### config.mk
export PLATFORM = sky130hd
export DESIGN_NAME = regfile_wb_flat
export DESIGN_NICKNAME = d
export VERILOG_FILES = /design/src/rtl/regfile_wb_pkg.sv /design/src/rtl/regfile_wb_if.sv /design/src/rtl/regfile_fwd_mux.sv /design/src/rtl/regfile_wb.sv /design/src/flat_wrapper.sv
export SDC_FILE = /design/constraint.sdc
export NUM_CORES = 2
export LEC_CHECK = 0
export CAP_MARGIN = 20
export CORE_MARGIN = 1
export CORE_UTILIZATION = 50
export CTS_CLUSTER_DIAMETER = 200
export DETAILED_ROUTE_END_ITERATION = 8
export PLACE_DENSITY = 0.69
export REMOVE_ABC_BUFFERS = 1
export SYNTH_ARGS = -nofsm -noshare
export SYNTH_HDL_FRONTEND = slang
export SYNTH_HIERARCHICAL = 1
export SYNTH_SLANG_ARGS = --single-unit
### constraint.sdc
create_clock -name clk -period 33.7 [get_ports clk]
set_input_delay 6.74 -clock clk [delete_from_list [all_inputs] [get_ports clk]]
set_output_delay 6.74 -clock clk [all_outputs]
set_load 0.05 [all_outputs]
### src/rtl/regfile_wb_pkg.sv
// Purpose : shared widths, the zero-register index and the write-buffer record for regfile_wb.
// Latency : n/a (types and constants only).
// Backpr. : n/a.
//
// Contents: ADDR_W/DATA_W/NREGS constants, REG_ZERO, wb_buf_t {valid, dest, data},
//           and wb_capture(), which builds the next buffer record from a write request.
package regfile_wb_pkg;

    localparam int ADDR_W = 5;
    localparam int DATA_W = 32;
    localparam int NREGS  = 32;

    // Index 0 is hard-wired to zero; writes to it are dropped.
    localparam logic [ADDR_W-1:0] REG_ZERO = '0;

    typedef struct packed {
        logic              valid;
        logic [ADDR_W-1:0] dest;
        logic [DATA_W-1:0] data;
    } wb_buf_t;

    // An idle or dropped request clears the whole record, not just valid,
    // so wb_dest reads back 0 whenever nothing is pending.
    function automatic wb_buf_t wb_capture(input logic              wreg,
                                           input logic [ADDR_W-1:0] dest,
                                           input logic [DATA_W-1:0] wdata);
        wb_buf_t r;
        r = '0;
        if (wreg && (dest != REG_ZERO)) begin
            r.valid = 1'b1;
            r.dest  = dest;
            r.data  = wdata;
        end
        return r;
    endfunction

endpackage

### src/rtl/regfile_wb_if.sv
// Purpose : groups the write request, the two read ports and the buffer status of regfile_wb.
// Latency : n/a (wiring only).
// Backpr. : none; the register file always accepts a write and always answers a read.
//
// Signals : wreg/dest/wdata (write request), rs/rt (read indices), qa/qb (read data),
//           wb_pend/wb_dest (write-buffer status).
// master  : drives requests and indices, observes read data and status.
// slave   : the register file itself.
interface regfile_wb_if #(
    parameter int DATA_W = 32,
    parameter int ADDR_W = 5
);
    logic              wreg;
    logic [ADDR_W-1:0] dest;
    logic [DATA_W-1:0] wdata;
    logic [ADDR_W-1:0] rs;
    logic [ADDR_W-1:0] rt;
    logic [DATA_W-1:0] qa;
    logic [DATA_W-1:0] qb;
    logic              wb_pend;
    logic [ADDR_W-1:0] wb_dest;

    modport master (
        output wreg, dest, wdata, rs, rt,
        input  qa, qb, wb_pend, wb_dest
    );

    modport slave (
        input  wreg, dest, wdata, rs, rt,
        output qa, qb, wb_pend, wb_dest
    );
endinterface

### src/rtl/regfile_fwd_mux.sv
// Purpose : per-port read select: zero register, forward from the write buffer, or array contents.
// Latency : combinational.
// Backpr. : none.
//
// Ports   : idx_i (read index), buf_i (current write-buffer record),
//           arr_dat_i (array[idx_i]), q_o (read data).
module regfile_fwd_mux
    import regfile_wb_pkg::*;
(
    input  logic [ADDR_W-1:0] idx_i,
    input  wb_buf_t           buf_i,
    input  logic [DATA_W-1:0] arr_dat_i,
    output logic [DATA_W-1:0] q_o
);

    always_comb begin
        q_o = arr_dat_i;
        if (idx_i == REG_ZERO) begin
            q_o = '0;
        end else if (buf_i.valid && (buf_i.dest == idx_i)) begin
            // The buffered write is newer than the array, so it must win.
            q_o = buf_i.data;
        end
    end

endmodule

### src/rtl/regfile_wb.sv
// Purpose : 32-entry register file with a one-deep write-back buffer and read forwarding.
// Latency : write in cycle N is readable (forwarded) in N+1 and resident in the array from N+2.
// Backpr. : none; one write accepted every cycle, the buffer drains one entry per edge.
//
// Ports   : clk (rising edge), rst (async, active-high),
//           bus (slave modport: wreg/dest/wdata in, rs/rt in, qa/qb out, wb_pend/wb_dest out).
module regfile_wb #(
    parameter int DATA_W = 32,
    parameter int ADDR_W = 5,
    parameter int NREGS  = 32
) (
    input  logic         clk,
    input  logic         rst,
    regfile_wb_if.slave  bus
);

    import regfile_wb_pkg::wb_buf_t;
    import regfile_wb_pkg::wb_capture;

    // The buffer record is a package type, so the module widths have to agree with it.
    if ((NREGS != (1 << ADDR_W)) ||
        (DATA_W != regfile_wb_pkg::DATA_W) ||
        (ADDR_W != regfile_wb_pkg::ADDR_W)) begin : g_param_chk
        $error("regfile_wb: NREGS must be 2**ADDR_W and widths must match regfile_wb_pkg");
    end

    logic [DATA_W-1:0] regs_q [NREGS];
    wb_buf_t           buf_q;
    wb_buf_t           buf_d;
    logic [DATA_W-1:0] arr_a;
    logic [DATA_W-1:0] arr_b;

    assign buf_d = wb_capture(bus.wreg, bus.dest, bus.wdata);

    // Write buffer: reloaded every edge, so a dropped or idle request clears it.
    always_ff @(posedge clk or posedge rst) begin
        if (rst) begin
            buf_q <= '0;
        end else begin
            buf_q <= buf_d;
        end
    end

    // Array: commits the buffered write in the same edge that the buffer takes the next one.
    // Entry 0 is never committed because a zero dest never becomes valid.
    always_ff @(posedge clk or posedge rst) begin
        if (rst) begin
            for (int i = 0; i < NREGS; i++) begin
                regs_q[i] <= '0;
            end
        end else if (buf_q.valid) begin
            regs_q[buf_q.dest] <= buf_q.data;
        end
    end

    assign arr_a = regs_q[bus.rs];
    assign arr_b = regs_q[bus.rt];

    regfile_fwd_mux u_mux_a (
        .idx_i     (bus.rs),
        .buf_i     (buf_q),
        .arr_dat_i (arr_a),
        .q_o       (bus.qa)
    );

    regfile_fwd_mux u_mux_b (
        .idx_i     (bus.rt),
        .buf_i     (buf_q),
        .arr_dat_i (arr_b),
        .q_o       (bus.qb)
    );

    assign bus.wb_pend = buf_q.valid;
    assign bus.wb_dest = buf_q.dest;

endmodule

### src/flat_wrapper.sv
// flat-port wrapper written by rule: the top's interface ports become plain ports
module regfile_wb_flat import regfile_wb_pkg::wb_buf_t; import regfile_wb_pkg::wb_capture;
#(
    parameter int DATA_W = 32,
    parameter int ADDR_W = 5,
    parameter int NREGS  = 32
)
  (clk, rst, bus_wreg, bus_dest, bus_wdata, bus_rs, bus_rt, bus_qa, bus_qb, bus_wb_pend, bus_wb_dest);
  regfile_wb_if #(.DATA_W(DATA_W), .ADDR_W(ADDR_W)) bus_i ();
  input  logic clk;
  input  logic rst;
  input wire logic [$bits(bus_i.wreg)-1:0] bus_wreg;
  input wire logic [$bits(bus_i.dest)-1:0] bus_dest;
  input wire logic [$bits(bus_i.wdata)-1:0] bus_wdata;
  input wire logic [$bits(bus_i.rs)-1:0] bus_rs;
  input wire logic [$bits(bus_i.rt)-1:0] bus_rt;
  output wire logic [$bits(bus_i.qa)-1:0] bus_qa;
  output wire logic [$bits(bus_i.qb)-1:0] bus_qb;
  output wire logic [$bits(bus_i.wb_pend)-1:0] bus_wb_pend;
  output wire logic [$bits(bus_i.wb_dest)-1:0] bus_wb_dest;
  assign bus_i.wreg = bus_wreg;
  assign bus_i.dest = bus_dest;
  assign bus_i.wdata = bus_wdata;
  assign bus_i.rs = bus_rs;
  assign bus_i.rt = bus_rt;
  assign bus_qa = bus_i.qa;
  assign bus_qb = bus_i.qb;
  assign bus_wb_pend = bus_i.wb_pend;
  assign bus_wb_dest = bus_i.wb_dest;
  regfile_wb #(.DATA_W(DATA_W), .ADDR_W(ADDR_W), .NREGS(NREGS)) u_core (.clk(clk), .rst(rst), .bus(bus_i));
endmodule
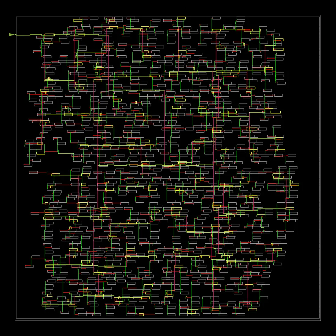
clocks.png
flip-flops: 1062
CTS Sinks: 1062

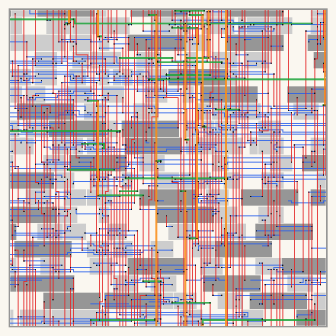
detail.png
Window x 234 to 284, y 234 to 284 um. Cells in gray, sequential cells in the stronger gray; small squares are vias.
legend:
  green:
    layer: metal 3
  blue:
    layer: metal 1
  red:
    layer: metal 2
  orange:
    layer: metal 4
cells with their middle in the window: 127
netlist names of flops here include: `u_core/regs_q` (26)
most frequent: mux2i_1 (31), mux2_2 (27), dfrtp_1 (26)
sequential cells in the window: 26

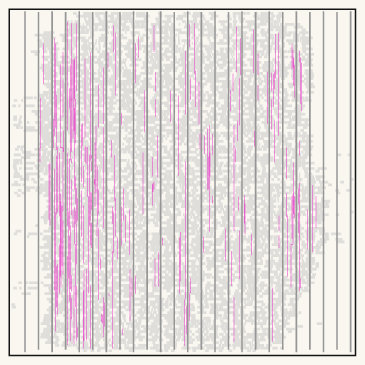
layer_met4.png
Drawn at 1 px/um. Supply wires on this layer in gray.
share of all routed wire: 4.7%
wire length on this layer: 8790 um

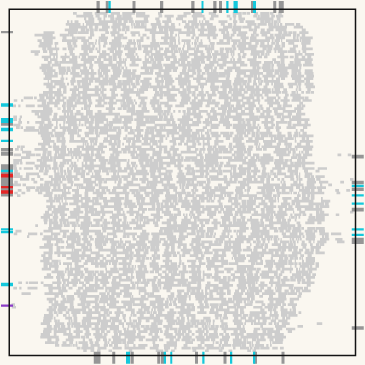
io_placement.png
Drawn at 1 px/um. Pins as bars across the die edge, other pins in gray.
legend:
  purple:
    port: `rst`
    pins: 1
    direction: input
    edge: left
  red:
    port: `bus_wb_dest`
    pins: 5
    direction: output
    edge: left
  cyan:
    port: `bus_wdata`
    pins: 32
    direction: input
    edge: 13 left, 7 bottom, 7 top, 5 right

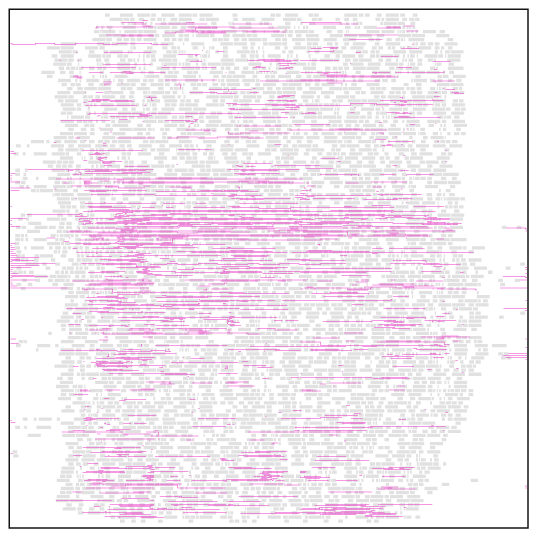
layer_met3.png
Drawn at 1.5 px/um.
share of all routed wire: 9.4%
wire length on this layer: 17800 um
nets with wire on the layer: 364
main direction: horizontal

-- per-layer routing --
layer,vias to the layer above,track usage,wire length (um)
met4,0,0.1424,8793
met2,1986,0.4712,82970
met3,467,0.07047,17790
met5,-,0,0
li1,17930,-,-
met1,21990,0.4335,79140
-- worst register-to-register path: cells and delay by family, from the launching register on --
kind                   cells  cell delay (ns)
buffers and inverters      1             0.65
flip-flops                 1             0.65
multiplexers               1             0.44
AND/OR/NAND/NOR            2             1.29
-- power by group through the flow --
stage,sequential (mW),clock (mW),combinational [mW]
final,1.50,1.33,0.526
after global routing,1.52,1.39,0.562
after CTS,1.50,1.34,0.519
after detailed placement,1.52,0,0.517
after global placement,1.51,0,0.508
after floorplan,1.50,0,0.355
-- state kept, by name (all words and copies together) (netlist names) --
name	count
u_core/buf_q	32
u_core/regs_q	1024
u_core/bus.wb_pend	1
u_core/bus.wb_dest	5
-- cell usage after synthesis (all sizes together) --
master	number
nand3	194
nand3b	4
nor3b	4
o21a	1
and3b	1
mux2	1024
or4	1
nor2b	4
a31oi	64
and3	1
nor3	67
a21oi	192
and2	43
o21ai	64
nand4	64
nand2b	4
or2	3
dfrtp	1062
buf	271
a22o	128
nor2	21
or3b	1
nor4	2
xnor2	2
mux2i	1024
clkbuf	213
inv	1
xor2	8
nand2	277
a22oi	192
-- metrics by stage --
step                worst slack [ns]  cells    util
global placement               14.65   6199  0.5179
floorplan                     -2.934   4453       -
finish                         14.50   6413  0.5530
detailed placement             14.64   6199  0.5179
global route                   14.40   6412  0.5530
CTS                            14.60   6406  0.5518
==> impl_metrics.csv <==
group,metric,value,unit
clock_tree,post_cts_hold_buffer_count,0,
hold_path,min_to,"u_core/regs_q[333]",
die,pin_count,120,
clock_tree,numCtsBuffers,112,
power_and_ir_drop,fin_total_pwr,3.352,mW
finish,comb_cells,3390,
synth,yosysWarnings,6,
timing,finalClockPeriodUsage,0.5698,
detailed_routing,drt_iter0_drc,4476,
detailed_routing,postRouteAntennaNets,0,
timing,worst_slew_margin_rel,0.1974,
finish,diodes,1,
power_and_ir_drop,vdd_ir_drop_max,0.04243,mV
clock_tree,cts-root-buf,"clkbuf_16",
worst_setup_path,cp_num_buf_inv,5,
power_and_ir_drop,seqPwrFrac,0.448,
finish,clk_share,0.06136,
synth,ys_seq_share,0.4522,
synth,synth-xor-area-share,0.001490,
die,die_area,118900,um^2
power_and_ir_drop,p_int,2.432,mW
finish,lay_top_count,"dfrtp_1",
synth,fa_ha_area_frac,0,
finish,nFillCells,9842,
die,die_w,344.8,um
synth,yosys_area,58770,um^2
power_and_ir_drop,combPwrFrac,0.157,
worst_setup_path,crit_family,"buffers and inverters",
grt,grt-ovfl-total,0,
run_status,status,"completed",
power_and_ir_drop,p_sw,0.9194,mW
die,fp.coreArea,116400,um^2
power_and_ir_drop,clock_power_share,0.395,
worst_setup_path,endpoint_kind,"output pin",
synth,logic_family,"multiplexers",
die,num_rows,125,
finish,final_area,64350,um^2
synth,yosysUniqueCellTypes,37,
timing,slew_viol_final,0,
timing,rsz0062_at_grt,"no",
worst_setup_path,slowest_delay,0.97,ns
synth,avgSynthCellArea,11.90,um^2
worst_setup_path,path_cells,"buf_8 -> buf_12 -> buf_4 -> buf_4 -> mux2i_1 -> a22o_1 -> nor3_1 -> a31oi_1 -> nand3_1 -> nand2_1 -> o21ai_0 -> clkdlybuf4s50_1",
finish,seq_share,0.4130,
worst_setup_path,crit_arrival,12.46,ns
timing,max_freq,52.08,MHz
grt,grt_pass1_vias,41980,
grt,antenna_found_initial,1,
Power is estimated from default activity; no workload was simulated.
